==> config.mk <==
export PLATFORM = sky130hd
export DESIGN_NAME = joybus_rx_multi
export DESIGN_NICKNAME = d
export VERILOG_FILES = /design/src/rtl/joybus_pkg.sv /design/src/rtl/jb_bit_voter.sv /design/src/rtl/joybus_rx_multi.sv
export SDC_FILE = /design/constraint.sdc
export NUM_CORES = 1
export LEC_CHECK = 0
export CAP_MARGIN = 5
export CORE_ASPECT_RATIO = 0.5
export CORE_MARGIN = 5
export CORE_UTILIZATION = 38
export DETAILED_ROUTE_END_ITERATION = 12
export SLEW_MARGIN = 0
export SYNTH_ARGS = -nofsm -noshare
export SYNTH_HDL_FRONTEND = slang
export SYNTH_SLANG_ARGS = --single-unit
==> constraint.sdc <==
create_clock -name clk -period 5.73 [get_ports clk]
set_input_delay 1.719 -clock clk [delete_from_list [all_inputs] [get_ports clk]]
set_output_delay 1.719 -clock clk [all_outputs]
set_load 0.005 [all_outputs]
Fig. 1: run 1, sequential cells colored by instance or generate block
Scale bar: 50 um. Other sequential cells in the stronger gray, the rest of the logic in the fainter gray.
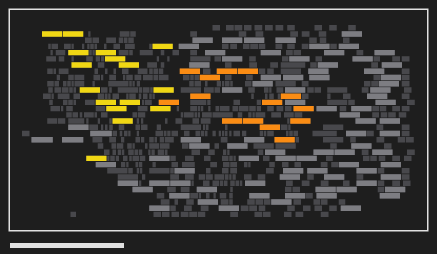
| scope | color | placed flops |
|---|---|---|
| `u_stop_vote` | orange | 14 |
| `u_bit_vote` | yellow | 16 |
not colored: 86
Final Non-Filler Cells: 806
Die Size: 17,500 um2
fin util: 50.1%

Fig. 2: run 1, routed metal, one color a layer
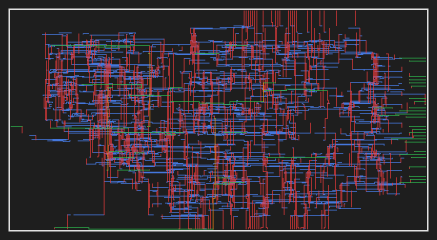
| layer | color | wire length |
|---|---|---|
| M2 | red | 5,770 um |
| M3 | green | 665 um |
| M1 | blue | 6,420 um |
| M4 | orange | 125 um |
vias: 4,153
GR Util All Layers: 15.5%
DR WL/cell: 16.1 um
Routed WL: 13,000 um

Fig. 3: run 1, clock wires, drivers and flops
Scale bar: 50 um.
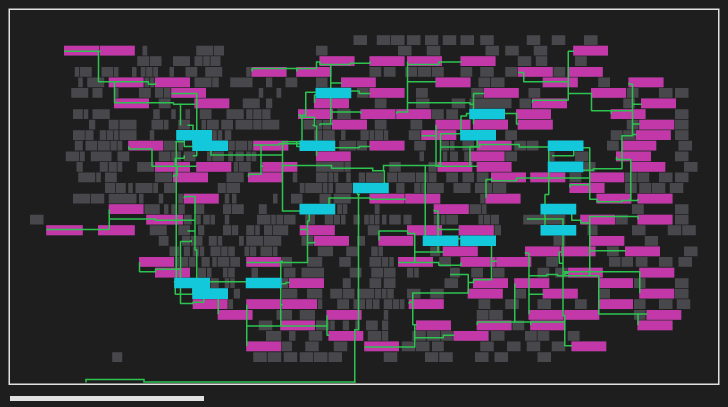
[flip-flops] magenta | count: 116
[clock-net drivers] cyan | count: 17
[clock wires] green | length: 1,600 um
flops lie: widely spread
Clock power frac: 44.9%
Fin Clk Skew: 0.00820 ns
total clock network power: 1.04 mW
Late-Pin Clk Latency: 0.40 ns

Fig. 4: run 1, the metal 2 layer
Cells faint in the background.
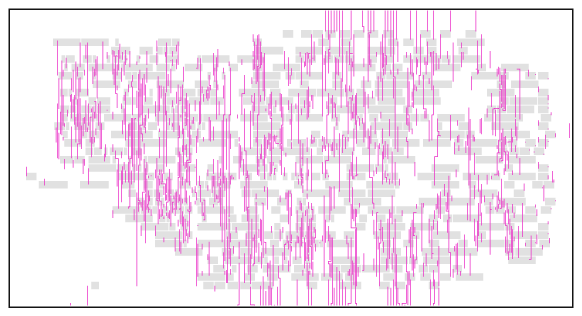
main direction: vertical
wire length on this layer: 5,770 um
share of all routed wire: 44%
routing usage on met2: 23.1%

==> impl_metrics.toml, run 1 <==
# yosys + openroad results
[synth]
common_cells = "dfrtp_1 (113), a22o_1 (66), nor2_1 (46), nand2_1 (33), ha_1 (30)"
avgSynthCellArea_um2 = 11.0
syn-instance-count = 511
async_reset_ff_share_pct = 100
yosysMostFrequentCell = "dfrtp_1"
synth.cell_area_um2 = 5640
syn_nets = 554
synth_chip_area_um2 = 5640
yosys.area.top_type_share_pct = 50.1
ff_type = "dfrtp_1"
ys.flops = 116
top_area_cell = "dfrtp_1"
top_cells_by_area = "dfrtp_1 (50%), a22o_1 (10%), ha_1 (6.7%)"
edf_count = 0
ys.warnings.count = 0
ys_cells = 511
yosysUniqueCellTypes = 48
synth_seq_share_pct = 51.5

[die]
fp.dieW_um = 182
fp_util_pct = 38.9
rows = 31
core_um2 = 14500
die_h_um = 96.2
io_pins = 85

[timing]
worst_pin_slew_ns = 0.933
fmax_ghz = 0.213
finalHoldViolations = 0
finalSetupTns_ns = 0
slew_headroom_pct = 37.8
rsz0062_at_grt = "no"
min_period_ns = 4.71
min_period_over_period_pct = 82.1
slew_violations = 0
setup_viol = 0

[final_layout]
layout-drive-gt1-share_pct = 9.05
layout.nets = 639
antenna-diode-count = 0
nFillCells = 1307
largest_register_ffs = 64
syn2layout_area_growth_pct = 28.8

[worst_hold_path]
min-delay-path-class = "reg -> reg"
hold_depth = 0

[job]
tool_warnings = 27
drv_cap = 0

[power]
power_mw = 2.30
p_per_area_nw_per_um2 = 317
p_leak_nw = 3.30
irDropWorstVdd_v = 0.000289

[worst_setup_path]
worst-setup-path-type = "reg -> reg"
reg2reg_slack_ns = 1.02
endpoint_kind = "flip-flop"
arrival_ns = 5.02
r2r.worst_path.cells = 20
required_ns = 6.04
crit_fanout = 7
startpoint_type = "flip-flop"

[clock_tree]
cts_buffers = 17
cts_tree = "yes"
postCtsSetupBuffers = 0
ctsResizeCount = 0
cts.sinks = 116
clkTransAtPathRegs_ns = 0.05
ctsHoldBuffers = 0
clock_path_buffers = 2
cts-root-buf = "clkbuf_16"
htreeDepth = 4

[global_routing]
grt_pass1_wl_um = 21600
grt_pass1_vias = 4104
grt_max_degree = 74
antenna_found_initial = 0
grt-ovfl-total = 0

[run_status]
status = "complete, no violations"

[place]
hpwl_um = 9070
place_inst = 775
io_buffers = 84
gp_congestion = 0.816

[detailed_routing]
first_pass_iters = 4
drtIter0Drc = 316
via_per_inst = 5.15
detail-route-antenna-nets = 0
route.detailed.drc = 0
[run 1: placed cells by master, fill, tap and decap left out, types with 3 or more instances in the layout]
cell,count
inv_1,21
nor2_1,45
nor2b_1,7
buf_4,5
clkinv_4,3
and2_1,3
and3b_1,3
and3_1,4
nand2_1,33
xnor2_1,22
dfrtp_1,113
nand2b_1,7
mux2i_1,3
o22ai_1,3
nand3_1,11
ha_1,30
a21oi_1,12
dfstp_2,3
nand4b_1,3
clkinvlp_4,3
o21ai_0,17
xor2_1,22
clkbuf_16,17
a211oi_1,3
a21o_1,4
a22o_1,66
and4_1,3
inv_6,4
mux2_2,8
nor3_1,10
nand4_1,8
clkdlybuf4s50_1,83
[run 1: worst max-delay path, stage by stage (launching register included)]
cell	delay (ns)
dfrtp_1	0.44
ha_1	0.29
nand3_1	0.10
xor2_1	0.23
xnor2_1	0.15
nor4_1	0.07
nand4_1	0.16
ha_1	0.19
nand2b_1	0.17
a22oi_1	0.11
nor3_1	0.61
nand3_1	0.18
xnor2_1	0.18
nor2_1	0.08
ha_1	0.39
a21o_1	0.20
a221oi_2	0.29
mux2i_1	0.12
nor4_2	0.26
a21oi_1	0.11
nor4_2	0.29
[run 1: cell type report]
class,count,area [um2],area share [%]
Clock buffer,17,425,5.85
Clock inverter,14,154,2.12
Tap cell,198,248,3.41
Inverter,21,78.8,1.08
Multi-Input combinational cell,352,2590,35.6
Sequential cell,116,2910,40.0
Timing Repair Buffer,88,868,11.9
[run 1: metrics by stage]
| stage | setup slack (ns) | hold WS (ns) | utilization (%) | cell area, um2 |
|---|---|---|---|---|
| after detailed placement | 1.03 | 0.349 | 46.1 | 6690 |
| final | 1.02 | 0.359 | 50.1 | 7270 |
| after floorplan | 1.63 | 0.345 | - | 5640 |
| after global placement | 1.15 | 0.346 | 46.1 | 6690 |
| after global routing | 0.636 | 0.361 | 50.1 | 7270 |
| after CTS | 1.01 | 0.357 | 50.1 | 7270 |
[run 1: logic make-up (layout without fill, tap and decap cells)]
| logic type | after synthesis | in the layout | synth area share, % |
|---|---|---|---|
| compound gates | 118 | 118 | 16.0 |
| xor+xnor | 45 | 45 | 7.12 |
| fa+ha+maj | 32 | 32 | 7.36 |
| buf+inv | 43 | 140 | 2.95 |
| flops | 116 | 116 | 51.5 |
| mux | 11 | 11 | 2.13 |
| simple gates | 146 | 146 | 12.9 |
[run 1: metal layers]
layer | routed length (um) | up-vias | GRT usage, %
li1 | - | 2004 | -
met1 | 6420 | 2054 | 22.2
met2 | 5770 | 86 | 23.1
met3 | 665 | 9 | 3.74
met4 | 125 | 0 | 5.49
met5 | 0 | - | 0
[run 1: power by group]
part / internal [mW] / total, mW / switching (mW)
clock: 0.642 / 1.04 / 0.393
combinational: 0.156 / 0.365 / 0.209
sequential: 0.867 / 0.903 / 0.0365
Fig. 5: run 1, congestion heat map
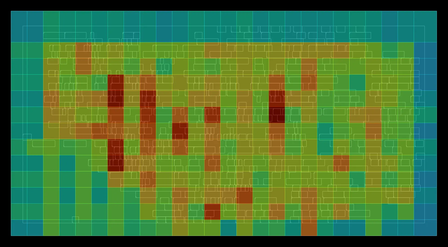

==> run 2, diff against run 1 <==
==> constraint.sdc (replaced) <==
create_clock -name clk -period 3.8 [get_ports clk]
set_input_delay 1.14 -clock clk [delete_from_list [all_inputs] [get_ports clk]]
set_output_delay 1.14 -clock clk [all_outputs]
set_load 0.005 [all_outputs]
Fig. 6: run 2, congestion heat map
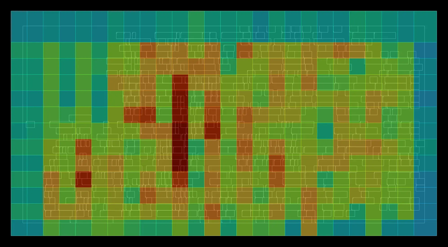
fin util: 53.4%
GRT met1 Usage: 21.4%

Fig. 7: run 2, routed metal, one color a layer
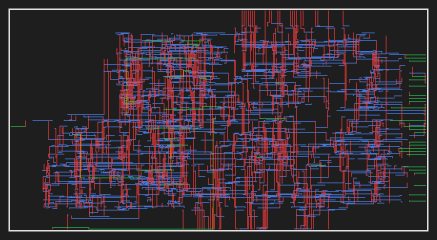
| layer | color | wire length |
|---|---|---|
| M2 | red | 6,280 um |
| M4 | orange | 107 um |
| M1 | blue | 6,600 um |
| M3 | green | 512 um |
Routed WL: 13,500 um
GR Util All Layers: 15.7%
vias: 4,353

Fig. 8: run 2, the metal 2 layer
Cells faint in the background.
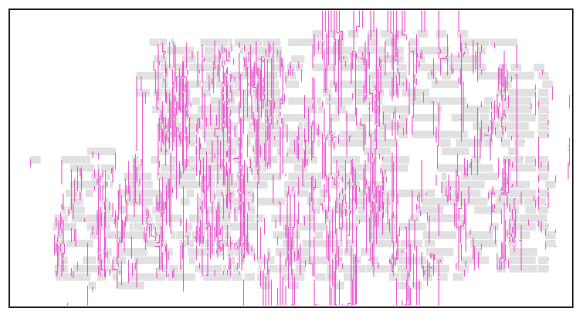
share of all routed wire: 46%
nets with wire on the layer: 590
longest straight run: 42.8 um
routing usage on met2: 25.0%

==> run 2 against run 1 <==
The run now ends with negative setup slack left. Clock-buffer cell count is 1 higher. Synthesized cell count stayed put. Global-route usage is 0.16 points higher. Total power is 55% higher. Critical endpoint unchanged. Highest routed layer unchanged.
==> impl_metrics.toml, run 2 <==
# yosys + openroad results
[clock_tree]
cts_buffers = 17
htreeDepth = 4
clkTransAtPathRegs_ns = 0.06
clock_path_buffers = 2
cts.sinks = 116
worstSkewPairLatency_ns = 0.40
cts_tree = "yes"

[synth]
yosysUniqueCellTypes = 48
adder_share_pct = 7.36
avgSynthCellArea_um2 = 11.0
ys.flops = 116
top_area_cell = "dfrtp_1"
yosys.area.top_type_share_pct = 50.1
ys.warnings.count = 0
async_reset_ff_share_pct = 100
synth_seq_share_pct = 51.5
synth.cell_area_um2 = 5640
common_cells = "dfrtp_1 (113), a22o_1 (66), nor2_1 (46), nand2_1 (33), ha_1 (30)"
yosysMostFrequentCell = "dfrtp_1"
ff_type = "dfrtp_1"
edf_count = 0
synth_chip_area_um2 = 5640
yosys.area_share.aoi_pct = 16.0
top_cells_by_area = "dfrtp_1 (50%), a22o_1 (10%), ha_1 (6.7%)"
ys_sh_mux_pct = 2.13
xor_share_pct = 7.12
syn_nets = 554
logic_family = "AND-OR/OR-AND gates"

[detailed_routing]
first_pass_iters = 5
via_per_inst = 5.14
detail-route-antenna-nets = 0
wl_per_cell_um = 15.9

[worst_setup_path]
slowest_delay_ns = 0.39
arrival_ns = 4.28
slowest_stage = "dfrtp_1"
r2r.worst_path.cells = 21
startpoint_type = "flip-flop"
required_ns = 4.11
worst-setup-path-type = "reg -> reg"
worstPathCellList = "ha_4, nand3_4, xor2_2, xnor2_1, nor4_1, nand4_1, ha_2, nand2b_4, buf_4, and3_4, nand2_2, nor2_2, xnor2_1, nor2_1, ha_1, and3_4, a221oi_2, mux2i_1, nor4_2, a21oi_2, nor4_2"

[worst_hold_path]
min-delay-path-class = "reg -> reg"
hold_depth = 0

[place]
dpl_cell_area_um2 = 6980
io_buffers = 84
hpwl_um = 9390
gp_congestion = 0.830

[power]
p_per_area_nw_per_um2 = 460
pwr-share-seq_pct = 37.9
intPower_mw = 2.55
p_leak_nw = 3.55
p_comb_share_pct = 19.2
irDropWorstVdd_v = 0.000386
p_clk_share_pct = 42.9

[die]
core_um2 = 14500
rows = 31
die_area_um2 = 17500
fp_util_pct = 38.9
io_pins = 85
die_h_um = 96.2

[timing]
hold_slack_ns = 0.356
finalClockSkew_ns = 0.00992
slew_violations = 0
worst_pin_slew_ns = 0.801
finalHoldViolations = 0
setup_viol = 1
fmax_ghz = 0.252
fin_ws_ns = -0.169
slew_headroom_pct = 46.6
min_period_over_period_pct = 104
rsz0062_at_grt = "yes"
min_period_ns = 3.97

[job]
tool_warnings = 29

[final_layout]
logic_area_um2 = 2760
layout-drive-gt1-share_pct = 19.7
largest_register_ffs = 64
syn2layout_area_growth_pct = 37.4
regArea_um2 = 2910
layout.nets = 679
lay_top_cells = "dfrtp_1 (112), clkdlybuf4s50_1 (83), a22o_1 (66), buf_4 (43), nor2_1 (42)"

[run_status]
violations = "negative setup slack"
status = "finished with violations"

[global_routing]
grt_max_degree = 67
grt-ovfl-total = 0
grt_pass1_wl_um = 21900
-- run 2: area by class of cell --
class	instances	share of cell area [%]
Clock inverter	14	1.66
Inverter	21	1.02
Timing Repair Buffer	128	15.3
Clock buffer	18	5.67
Tap cell	198	3.20
Multi-Input combinational cell	352	35.7
Sequential cell	116	37.5
-- run 2: logic make-up (layout without fill, tap and decap cells) --
logic type,Yosys count,after routing
xor gates and xnor gates,45,45
buffers and inverters,43,181
adders and majority gates,32,32
muxes,11,11
and+or+nand+nor,146,146
AOI/OAI and AO/OA,118,118
DFF,116,116
-- run 2: repair_timing --
action,in CTS,in global routing
hold buffers,0,0
resized,6,28
setup endpoints to repair,3,3
pin swaps,7,16
setup buffers,0,7
-- run 2: metrics by stage --
step / power [mW] / cells / TNS (ns) / utilization (%)
after floorplan: 1.78 / 511 / 0 / -
after global placement: 1.96 / 808 / -0.103 / 48.1
after detailed placement: 1.99 / 808 / -0.248 / 48.1
after CTS: 3.54 / 840 / -0.123 / 52.1
after global routing: 3.76 / 847 / -0.588 / 53.4
final: 3.56 / 847 / -0.169 / 53.4
-- run 2: power by group through the flow --
stage,Sequential (mW),Clock (mW),Combinational [mW]
after global routing,1.36,1.63,0.773
after floorplan,1.36,0,0.414
after global placement,1.37,0,0.592
after CTS,1.35,1.57,0.621
final,1.35,1.53,0.683
after detailed placement,1.37,0,0.613
-- run 2: routing by layer --
layer	share of wire [%]	track usage, %
met1	49	21.4
met2	46	25.0
met3	3.8	4.00
met4	0.79	4.49
met5	0	0
-- run 2: critical path, delay by kind of cell, from the launching register on --
family	cells	cell delay (ns)
flip-flops	1	0.39
XOR/XNOR	3	0.43
AND/OR/NAND/NOR	11	1.76
AND-OR/OR-AND	2	0.33
multiplexers	1	0.12
adder cells (fa/ha/maj)	3	0.70
buffers and inverters	1	0.14
Power figures rest on the tool's default switching activity, not on a simulated workload.
